Run 1, sequential cells grouped by signal name:
Other sequential cells in the stronger grey, the rest of the logic in the fainter grey.
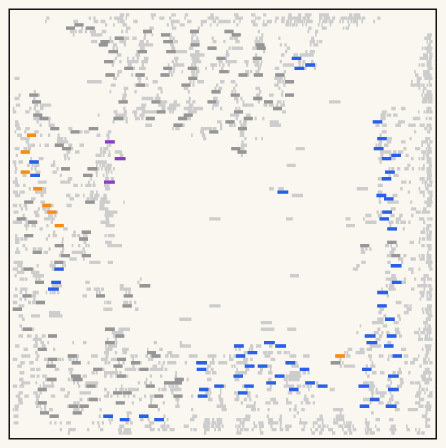
Run 1, clock routing:
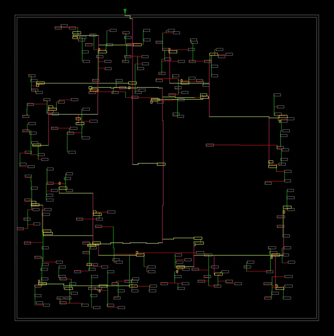
Run 1, wiring by layer:
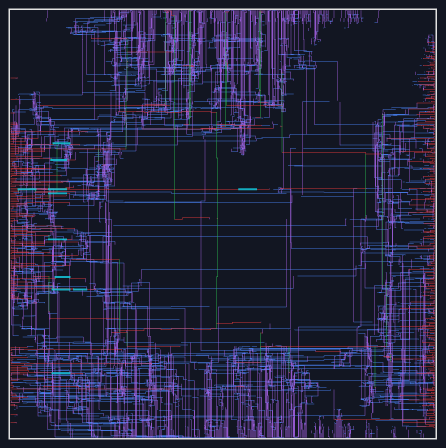
Run 1, gate-type map:
The bar under the picture is 100 um long.
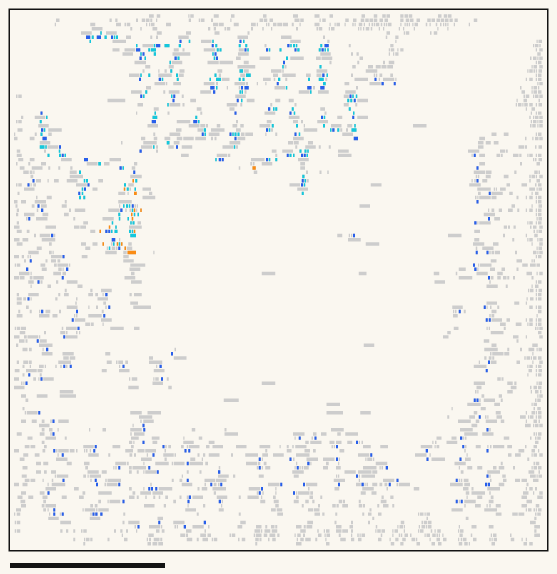
File: config.mk
export PLATFORM = sky130hd
export DESIGN_NAME = mem2axi_master
export DESIGN_NICKNAME = d
export VERILOG_FILES = /design/src/rtl/mem2axi_pkg.sv /design/src/rtl/mem2axi_master.sv
export SDC_FILE = /design/constraint.sdc
export NUM_CORES = 1
export LEC_CHECK = 0
export ABC_AREA = 1
export ABC_CLOCK_PERIOD_IN_PS = 1600
export CORE_AREA = 2 2 344 346
export CTS_CLUSTER_SIZE = 28
export DETAILED_ROUTE_END_ITERATION = 6
export DIE_AREA = 0 0 346 348
export GPL_TIMING_DRIVEN = 0
export PLACE_DENSITY_LB_ADDON = 0.1
export SLEW_MARGIN = 30
export SYNTH_ARGS = -nofsm -noshare
export SYNTH_HDL_FRONTEND = slang
export SYNTH_SLANG_ARGS = --single-unit
File: constraint.sdc
create_clock -name clk_i -period 1.6 [get_ports clk_i]
set_clock_uncertainty 0.1 [all_clocks]
set_input_delay 0.32 -clock clk_i [delete_from_list [all_inputs] [get_ports clk_i]]
set_output_delay 0.32 -clock clk_i [all_outputs]
set_load 0.01 [all_outputs]
File: src/rtl/mem2axi_pkg.sv
// Purpose: shared types for mem2axi_master (FSM state, AXI4 channel/bundle structs, axsize helper).
// Latency: none, types and constants only.
// Backpressure: none, types and constants only.
package mem2axi_pkg;

  // Widths of the crossbar slave port this block drives
  localparam int unsigned ADDR_W = 64;
  localparam int unsigned DATA_W = 64;
  localparam int unsigned ID_W   = 4;
  localparam int unsigned USER_W = 64;
  localparam int unsigned STRB_W = DATA_W / 8;

  localparam logic [1:0] BURST_INCR  = 2'b01;
  localparam logic [1:0] RESP_OKAY   = 2'b00;
  localparam logic [1:0] RESP_SLVERR = 2'b10;
  localparam logic [1:0] RESP_DECERR = 2'b11;

  typedef enum logic [2:0] {
    IDLE,
    WR,
    WAIT_B,
    RD,
    WAIT_R
  } state_e;

  // Single-beat transfers always use the full bus width
  function automatic logic [2:0] axsize(input int unsigned data_width);
    return 3'($clog2(data_width / 8));
  endfunction

  typedef struct packed {
    logic [ID_W-1:0]   id;
    logic [ADDR_W-1:0] addr;
    logic [7:0]        len;
    logic [2:0]        size;
    logic [1:0]        burst;
    logic              lock;
    logic [3:0]        cache;
    logic [2:0]        prot;
    logic [3:0]        qos;
    logic [3:0]        region;
    logic [5:0]        atop;
    logic [USER_W-1:0] user;
  } aw_chan_t;

  typedef struct packed {
    logic [DATA_W-1:0] data;
    logic [STRB_W-1:0] strb;
    logic              last;
    logic [USER_W-1:0] user;
  } w_chan_t;

  typedef struct packed {
    logic [ID_W-1:0]   id;
    logic [1:0]        resp;
    logic [USER_W-1:0] user;
  } b_chan_t;

  typedef struct packed {
    logic [ID_W-1:0]   id;
    logic [ADDR_W-1:0] addr;
    logic [7:0]        len;
    logic [2:0]        size;
    logic [1:0]        burst;
    logic              lock;
    logic [3:0]        cache;
    logic [2:0]        prot;
    logic [3:0]        qos;
    logic [3:0]        region;
    logic [USER_W-1:0] user;
  } ar_chan_t;

  typedef struct packed {
    logic [ID_W-1:0]   id;
    logic [DATA_W-1:0] data;
    logic [1:0]        resp;
    logic              last;
    logic [USER_W-1:0] user;
  } r_chan_t;

  typedef struct packed {
    aw_chan_t aw;
    logic     aw_valid;
    w_chan_t  w;
    logic     w_valid;
    logic     b_ready;
    ar_chan_t ar;
    logic     ar_valid;
    logic     r_ready;
  } m2a_req_t;

  typedef struct packed {
    logic     aw_ready;
    logic     ar_ready;
    logic     w_ready;
    logic     b_valid;
    b_chan_t  b;
    logic     r_valid;
    r_chan_t  r;
  } m2a_resp_t;

endpackage

File: src/rtl/mem2axi_master.sv
// Purpose: single-outstanding bridge from a req/gnt memory port to single-beat AXI4 reads and writes.
// Latency: grant in cycle 0, AW/W/AR valid in cycle 1, rvalid_o one cycle after the B/R handshake.
// Backpressure: gnt_o only in IDLE; AXI valids held until their own ready, requester holds req_i meanwhile.
module mem2axi_master
  import mem2axi_pkg::*;
#(
  parameter int unsigned                AXI_ADDR_WIDTH = 64,
  parameter int unsigned                AXI_DATA_WIDTH = 64,
  parameter int unsigned                AXI_ID_WIDTH   = 4,
  parameter int unsigned                AXI_USER_WIDTH = 64,
  parameter logic [AXI_ID_WIDTH-1:0]    AXI_ID         = '0,
  parameter type                        axi_req_t      = mem2axi_pkg::m2a_req_t,
  parameter type                        axi_resp_t     = mem2axi_pkg::m2a_resp_t
) (
  input  logic                          clk_i,
  input  logic                          rst_i,
  input  logic                          req_i,
  output logic                          gnt_o,
  input  logic                          we_i,
  input  logic [AXI_ADDR_WIDTH-1:0]     addr_i,
  input  logic [AXI_DATA_WIDTH/8-1:0]   be_i,
  input  logic [AXI_DATA_WIDTH-1:0]     wdata_i,
  output logic                          rvalid_o,
  output logic [AXI_DATA_WIDTH-1:0]     rdata_o,
  output logic                          err_o,
  output axi_req_t                      axi_req_o,
  input  axi_resp_t                     axi_resp_i
);

  localparam int unsigned STRB_WIDTH = AXI_DATA_WIDTH / 8;
  localparam logic [2:0]  AX_SIZE    = axsize(AXI_DATA_WIDTH);

  state_e                    state_q;
  logic [AXI_ADDR_WIDTH-1:0] addr_q;
  logic [STRB_WIDTH-1:0]     be_q;
  logic [AXI_DATA_WIDTH-1:0] wdata_q;
  logic [AXI_DATA_WIDTH-1:0] rdata_q;
  logic                      aw_valid_q;
  logic                      w_valid_q;
  logic                      ar_valid_q;
  logic                      b_ready_q;
  logic                      r_ready_q;
  logic                      rvalid_q;
  logic                      err_q;
  logic                      aw_done;
  logic                      w_done;

  // Only IDLE grants; the requester keeps req_i asserted while we are busy
  assign gnt_o = (state_q == IDLE) && req_i;

  // A write channel is done once its valid has dropped or its handshake happens this cycle
  assign aw_done = !aw_valid_q || axi_resp_i.aw_ready;
  assign w_done  = !w_valid_q  || axi_resp_i.w_ready;

  assign rvalid_o = rvalid_q;
  assign rdata_o  = rdata_q;
  assign err_o    = err_q;

  // Transaction FSM with registered AXI handshake outputs and completion flags
  always_ff @(posedge clk_i) begin
    if (rst_i) begin
      state_q    <= IDLE;
      addr_q     <= '0;
      be_q       <= '0;
      wdata_q    <= '0;
      rdata_q    <= '0;
      aw_valid_q <= 1'b0;
      w_valid_q  <= 1'b0;
      ar_valid_q <= 1'b0;
      b_ready_q  <= 1'b0;
      r_ready_q  <= 1'b0;
      rvalid_q   <= 1'b0;
      err_q      <= 1'b0;
    end else begin
      rvalid_q <= 1'b0;
      case (state_q)
        IDLE: begin
          if (req_i) begin
            addr_q  <= addr_i;
            be_q    <= be_i;
            wdata_q <= wdata_i;
            if (we_i) begin
              state_q    <= WR;
              aw_valid_q <= 1'b1;
              w_valid_q  <= 1'b1;
            end else begin
              state_q    <= RD;
              ar_valid_q <= 1'b1;
            end
          end
        end
        WR: begin
          if (axi_resp_i.aw_ready) aw_valid_q <= 1'b0;
          if (axi_resp_i.w_ready)  w_valid_q  <= 1'b0;
          if (aw_done && w_done) begin
            state_q   <= WAIT_B;
            b_ready_q <= 1'b1;
          end
        end
        WAIT_B: begin
          if (axi_resp_i.b_valid) begin
            state_q   <= IDLE;
            b_ready_q <= 1'b0;
            rvalid_q  <= 1'b1;
            err_q     <= axi_resp_i.b.resp[1];
          end
        end
        RD: begin
          if (axi_resp_i.ar_ready) begin
            state_q    <= WAIT_R;
            ar_valid_q <= 1'b0;
            r_ready_q  <= 1'b1;
          end
        end
        WAIT_R: begin
          if (axi_resp_i.r_valid) begin
            state_q   <= IDLE;
            r_ready_q <= 1'b0;
            rvalid_q  <= 1'b1;
            rdata_q   <= axi_resp_i.r.data;
            err_q     <= axi_resp_i.r.resp[1] | ~axi_resp_i.r.last;
          end
        end
        default: state_q <= IDLE;
      endcase
    end
  end

  // Constant single-beat INCR attributes around the held request
  always_comb begin
    axi_req_o          = '0;
    axi_req_o.aw.id    = AXI_ID;
    axi_req_o.aw.addr  = addr_q;
    axi_req_o.aw.len   = 8'd0;
    axi_req_o.aw.size  = AX_SIZE;
    axi_req_o.aw.burst = BURST_INCR;
    axi_req_o.aw.user  = {AXI_USER_WIDTH{1'b0}};
    axi_req_o.aw_valid = aw_valid_q;
    axi_req_o.w.data   = wdata_q;
    axi_req_o.w.strb   = be_q;
    axi_req_o.w.last   = 1'b1;
    axi_req_o.w_valid  = w_valid_q;
    axi_req_o.b_ready  = b_ready_q;
    axi_req_o.ar.id    = AXI_ID;
    axi_req_o.ar.addr  = addr_q;
    axi_req_o.ar.len   = 8'd0;
    axi_req_o.ar.size  = AX_SIZE;
    axi_req_o.ar.burst = BURST_INCR;
    axi_req_o.ar.user  = {AXI_USER_WIDTH{1'b0}};
    axi_req_o.ar_valid = ar_valid_q;
    axi_req_o.r_ready  = r_ready_q;
  end

  // Response IDs and user bits carry no information with a single transaction in flight
  logic unused_resp;
  assign unused_resp = ^{axi_resp_i.b.id, axi_resp_i.b.user, axi_resp_i.b.resp[0],
                         axi_resp_i.r.id, axi_resp_i.r.user, axi_resp_i.r.resp[0]};

endmodule

==> out/summary.rpt, run 1 <==
====================================================================================
Quantity of I/O buffers inserted on ports .............................          482
Internal ..............................................................      14.4 mW
Area inside the core boundary ......................................... 117000 sq um
Post-route standard cell area excluding fillers .......................  20100 sq um
Routability Congestion ................................................        0.705
Synth Register Bits ...................................................          210
Final setup violation count ...........................................          182
Number of instances in the placed design ..............................         3576
Total of hold buffers inserted after clock tree synthesis .............            0
Warnings, synthesis ...................................................            0
Reg2reg path depth ....................................................           12
Via count of the first global-routing pass ............................        10250
Depth of the critical timing path with buffers and inverters included .            6
Power attributed to the clock group ...................................      7.51 mW
Cell Type Count .......................................................           20
Cells resized by post-CTS repair ......................................         1410
FF-to-FF End ..........................................................  wdata_q[32]
Wire length of the first global-routing pass ..........................     78400 um
Biggest power consumer among the groups ............................... combinational logic
Tap cell count ........................................................         1536
Power Density ......................................................... 1080 nW/um^2
AND-OR/OR-AND share of the synthesized area ...........................        0.106
Number of standard cells reported by yosys ............................         1295
Number of optimization iterations in the first detailed-route pass ....            4
Gate power share ......................................................        0.350
Slew Viols, Final .....................................................            0
Power in combinational cells ..........................................      7.55 mW
Share of synthesized area spent on multiplexers .......................            0
Largest net degree at the start of global routing .....................           11
Tool warnings .........................................................          166
Overall Global Routing Usage ..........................................       0.0911
Top cell area share ...................................................        0.416
DRC violation count after routing .....................................            0
Row count .............................................................          126
Synth Cell Area .......................................................  10100 sq um
Starting utilization of the core area .................................       0.0863
Worst min-delay path class ............................................ primary input to flip-flop
Global routing usage on met2 ..........................................        0.154
Post-synthesis sequential area ratio ..................................        0.416
Number of nets in the finished design .................................         2492
End of the worst hold path ............................................  rdata_o[46]
Violated checks ....................................................... negative setup slack
Commonest non-fill, non-tap cells in the layout ....................... sky130_fd_sc_hd__buf_4 (329), sky130_fd_sc_hd__conb_1 (265), sky130_fd_sc_hd__buf_2 (210), sky130_fd_sc_hd__clkdlybuf4s50_1 (210), sky130_fd_sc_hd__nor2_1 (199)
Max_slew headroom .....................................................        0.495
Slack of the critical path ............................................      -391 ps
Final Critical Period .................................................      1990 ps
Routed metal-1 wire length ............................................     24100 um
Clock network share of area ...........................................       0.0547
Slack of the worst reg-to-reg path ....................................      -310 ps
Clock buffers .........................................................           49
Post-route worst hold slack ...........................................       219 ps
Worst-skew pair later-pin latency .....................................       570 ps
Chip area ............................................................. 120000 sq um
Average size of a mapped cell .........................................   7.80 sq um
Overall die height ....................................................       348 um
Via/cell ratio ........................................................         2.85
Highest Clock Rate ....................................................    0.502 GHz
Met1 Track Usage GR ...................................................        0.103
DR WL met3 ............................................................      5370 um
Synth area leader ..................................................... sky130_fd_sc_hd__dfxtp_1
DR iter-0 viols .......................................................          283
Num ports .............................................................          887
Post-Synth XOR/XNOR Area ..............................................            0
Post-route antenna net violation count ................................            0
Met3 usage in global routing ..........................................       0.0375
Leakage power of the design ...........................................      9.31 nW
Outcome ............................................................... finished with violations
Hold path cells .......................................................            3
Number of H-tree levels ...............................................            2
Clock slew seen by the registers of the worst setup and hold paths ....        60 ps
Chip Area, Yosys ......................................................  10100 sq um
Placed Area ...........................................................  17800 sq um
Peak fanout along the critical path ...................................            2
====================================================================================
Back to the opening pictures, 'sequential cells grouped by signal name':
| colour | netlist name | sequential cells |
|---|---|---|
| purple | state_q | 3 |
| blue | addr_q | 64 |
| orange | be_q | 8 |
P_seq: 6.52 mW
post-layout util: 0.172
flip-flop and latch area: 4350 sq um
proportion of cell area occupied by registers: 0.217

Back to the opening pictures, 'clock routing':
number of sequential cells: 210
Sinks on Clock Net: 210

Back to the opening pictures, 'wiring by layer':
| colour | layer | wire length |
|---|---|---|
| blue | met1 | 24.1 mm |
| red | met3 | 5370 um |
| purple | met2 | 28.3 mm |
| cyan | met5 | 143 um |
| green | met4 | 1530 um |
overall routed net length: 59400 um
total number of vias: 10583
average wire per standard cell: 16.0 um

Back to the opening pictures, 'gate-type map':
| colour | family | cells | most used |
|---|---|---|---|
| orange | inverters | 16 | inv_1 |
| cyan | NAND gates | 158 | nand2_1 |
| blue | inverting AOI/OAI gates | 213 | o21ai_0 |
commonest non-fill, non-tap cell in the layout: sky130_fd_sc_hd__buf_4
final cell count without fillers: 3709
fraction of area in multi-input gates: 0.212

run 1: sequential cells by signal, indices dropped and copies added, names as in the netlist:
signal / count
addr_q: 64
rdata_o: 64
wdata_q: 64
be_q: 8
state_q: 3
ar_valid_q: 1
aw_valid_q: 1
b_ready_q: 1
err_o: 1
r_ready_q: 1
rvalid_o: 1
w_valid_q: 1
run 1: cells in the mapped netlist (all sizes together):
| cell | number |
|---|---|
| clkbuf | 31 |
| a21oi | 73 |
| nor3 | 1 |
| o21bai | 1 |
| nand4 | 1 |
| dfxtp | 210 |
| o21ai | 139 |
| buf | 378 |
| nand3 | 71 |
| nand2 | 85 |
| nor2 | 286 |
| conb | 2 |
| nand3b | 1 |
| inv | 16 |
## Run 2: what changed since run 1
--- a/config.mk
+++ b/config.mk
@@ -8,6 +8,7 @@
 export ABC_AREA = 1
 export ABC_CLOCK_PERIOD_IN_PS = 1600
 export CORE_AREA = 2 2 344 346
+export CTS_BUF_LIST = sky130_fd_sc_hd__clkbuf_4 sky130_fd_sc_hd__clkbuf_8 sky130_fd_sc_hd__clkbuf_16
 export CTS_CLUSTER_SIZE = 28
 export DETAILED_ROUTE_END_ITERATION = 6
 export DIE_AREA = 0 0 346 348
Run 2, sequential cells grouped by signal name:
Other sequential cells in the stronger grey, the rest of the logic in the fainter grey.
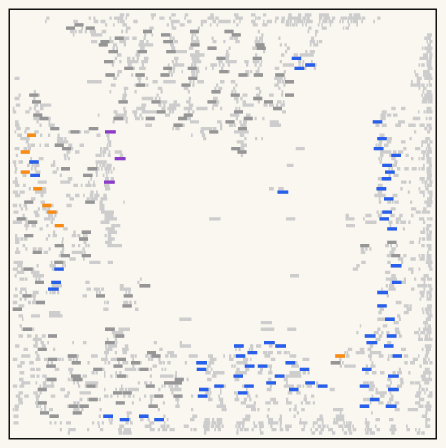
| colour | netlist name | sequential cells |
|---|---|---|
| blue | addr_q | 64 |
| orange | be_q | 8 |
| purple | state_q | 3 |
not coloured: 135

==> run 2 against run 1 <==
Compared with the run above: clock-buffer cell count is the same; synthesized cell count is the same; fmax is 0.10% higher; first-iteration DRC count decreased by 6.7%; combinational power decreased by 2.9%; the flow still finishes with violations (negative setup slack); largest power group is now the clock network; final area shrank 0.57%.
==> out/summary.rpt, run 2 <==
=================================================================================
Outcome ............................................................ finished with violations
Violated checks .................................................... negative setup slack
Number of buffer and inverter instances along the worst setup path .            3
Starting utilization of the core area ..............................       0.0863   unchanged
Synth Cell Area ....................................................  10100 sq um   unchanged
Warnings, synthesis ................................................            0   unchanged
Root Driver ........................................................ sky130_fd_sc_hd__clkbuf_16
Largest net degree at the start of global routing ..................           11   unchanged
Data arrival time of the worst path ................................      1570 ps
Dominant synthesized flop cell ..................................... sky130_fd_sc_hd__dfxtp_1
Placed Area ........................................................  17800 sq um   unchanged
Global routing usage on met2 .......................................        0.153   -0.000615
Clock slew seen by the registers of the worst setup and hold paths .        60 ps   about the same
Row count ..........................................................          126   unchanged
DR iter-0 viols ....................................................          264   -6.7%
Kind of launch point of the worst setup path .......................    flip-flop
Die outline width ..................................................       346 um
Sinks on Clock Net .................................................          210   unchanged
Met3 usage in global routing .......................................       0.0375   +0.0000533
Synth area leader .................................................. sky130_fd_sc_hd__dfxtp_1
Max_slew headroom ..................................................        0.501   +0.00661
Number of nets in the finished design ..............................         2496   +0.16%
Number of enable-type register cells in the synthesized netlist ....            0   unchanged
Ordered list of cells on the worst path ............................ nor2_4, nand2_4, nor2_4, buf_12, buf_8, buf_6
Post-layout util ...................................................        0.171   -0.000984
Commonest non-fill, non-tap cell in the layout ..................... sky130_fd_sc_hd__buf_4
Leakage power of the design ........................................      9.31 nW   about the same
DR WL met3 .........................................................      5390 um   +0.37%
Final setup violation count ........................................          193   +6.0%
Quantity of I/O buffers inserted on ports ..........................          482   unchanged
Overall die height .................................................       348 um   unchanged
IR Drop Worst-Case VDD .............................................     0.689 mV
Slew Viols, Final ..................................................            0   unchanged
Highest Clock Rate .................................................    0.503 GHz   +0.10%
Number of standard cells reported by yosys .........................         1295   unchanged
Power Density ...................................................... 1080 nW/um^2   +0.29%
Via count of the first global-routing pass .........................        10238   -0.12%
Chip area .......................................................... 120000 sq um   unchanged
Critical Path Sink Type ............................................ primary output
Post-route antenna net violation count .............................            0   unchanged
Top cell area share ................................................        0.416   unchanged
Top cells by instance count after synthesis ........................ sky130_fd_sc_hd__buf_4 (339), sky130_fd_sc_hd__nor2_1 (284), sky130_fd_sc_hd__dfxtp_1 (210)
Biggest power consumer among the groups ............................ the clock network
Met1 Track Usage GR ................................................        0.103   +0.000420
P_seq ..............................................................      6.52 mW   about the same
Post-Synth XOR/XNOR Area ...........................................            0   unchanged
Routed metal-1 wire length .........................................     23500 um   -2.3%
Average size of a mapped cell ......................................   7.80 sq um   unchanged
Post-route worst hold slack ........................................       219 ps   +0.231 ps
Number of H-tree levels ............................................            2   unchanged
Worst-skew pair later-pin latency ..................................       570 ps   about the same
Internal ...........................................................      14.4 mW   +0.38%
Fraction of final layout cells with drive strength greater than 1 ..        0.437
Tool warnings ......................................................          166   unchanged
Commonest non-fill, non-tap cells in the layout .................... sky130_fd_sc_hd__buf_4 (335), sky130_fd_sc_hd__conb_1 (265), sky130_fd_sc_hd__nor2_1 (233), sky130_fd_sc_hd__buf_2 (211), sky130_fd_sc_hd__clkdlybuf4s50_1 (210)
Number of instances in the placed design ...........................         3576   unchanged
Area inside the core boundary ...................................... 117000 sq um   unchanged
Cells resized by post-CTS repair ...................................         1413   +0.21%
Async set-reset flop share out of synthesis ........................            0   unchanged
Setup WS pre-CTS ...................................................     -1450 ps
Peak fanout along the critical path ................................            2   unchanged
And+or+nand+nor area frac ..........................................        0.178
Synth Register Bits ................................................          210   unchanged
Yosys top cell by instances ........................................ sky130_fd_sc_hd__buf_4
Average wire per standard cell .....................................      15.7 um   -1.7%
Overall Global Routing Usage .......................................       0.0912   +0.000102
Chip Area, Yosys ...................................................  10100 sq um   unchanged
Worst min-delay path class ......................................... primary input to flip-flop
Final Critical Period ..............................................      1990 ps   -2.00 ps
Gate power share ...................................................        0.341   -0.009
Via/cell ratio .....................................................         2.84   -0.32%
Cell Type Count ....................................................           20   unchanged
Num ports ..........................................................          887   unchanged
Post-route standard cell area excluding fillers ....................  19900 sq um   -0.57%
Number of optimization iterations in the first detailed-route pass .            4   unchanged
Slack of the critical path .........................................      -389 ps   +2.00 ps
Routability Congestion .............................................        0.705   unchanged
Power attributed to the clock group ................................      7.67 mW   +2%
Power in combinational cells .......................................      7.33 mW   -2.9%
Share of synthesized area spent on multiplexers ....................            0   unchanged
Total of hold buffers inserted after clock tree synthesis ..........            0   unchanged
DRC violation count after routing ..................................            0   unchanged
AND-OR/OR-AND share of the synthesized area ........................        0.106   unchanged
Wire length of the first global-routing pass .......................     78500 um   about the same
Overall routed net length ..........................................     58500 um   -1.5%
Total number of vias ...............................................        10566   -0.16%
=================================================================================
Run 2, gate-type map:
The bar under the picture is 100 um long.
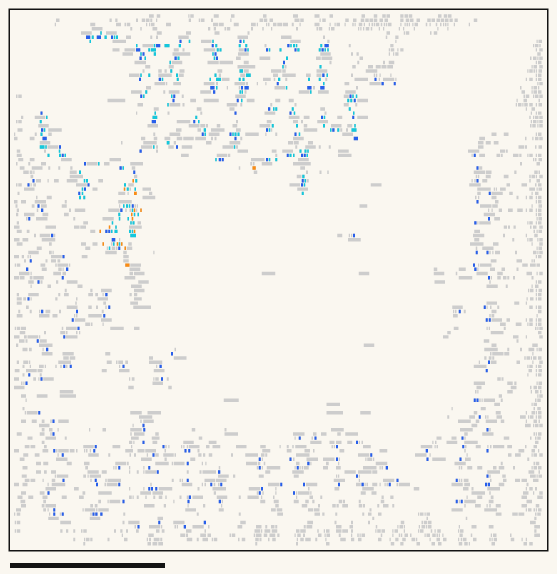
| colour | family | cells | most used |
|---|---|---|---|
| blue | inverting AOI/OAI gates | 213 | o21ai_0 |
| cyan | NAND gates | 158 | nand2_1 |
| orange | inverters | 16 | inv_1 |
final cell count without fillers: 3715
fraction of area in multi-input gates: 0.207

-- run 2: cell counts after synthesis --
No cell type changed its count.
-- run 2: worst paths after layout --
| path | endpoint | slack (ps) | cells after the start |
|---|---|---|---|
| worst min-delay path | rdata_o[46] | 220 | 3 |
| worst max register to register | addr_q[14] | -310 | 12 |
| worst max-delay path | gnt_o | -390 | 6 |
| worst min register to register | rdata_o[44] | 360 | 2 |
-- run 2: layout make-up --
type	count	area, sq um	area share
clock buffers	49	1000	0.0502
clock inverters	11	130	0.00652
flip-flops and latches	210	4350	0.218
plain buffers	383	3190	0.160
inverters	16	71.3	0.00358
repair buffers	578	5130	0.257
well taps	1536	1920	0.0963
diodes	9	22.5	0.00113
multi-input cells	923	4130	0.207
Power figures rest on the tool's default switching activity, not on a simulated workload.
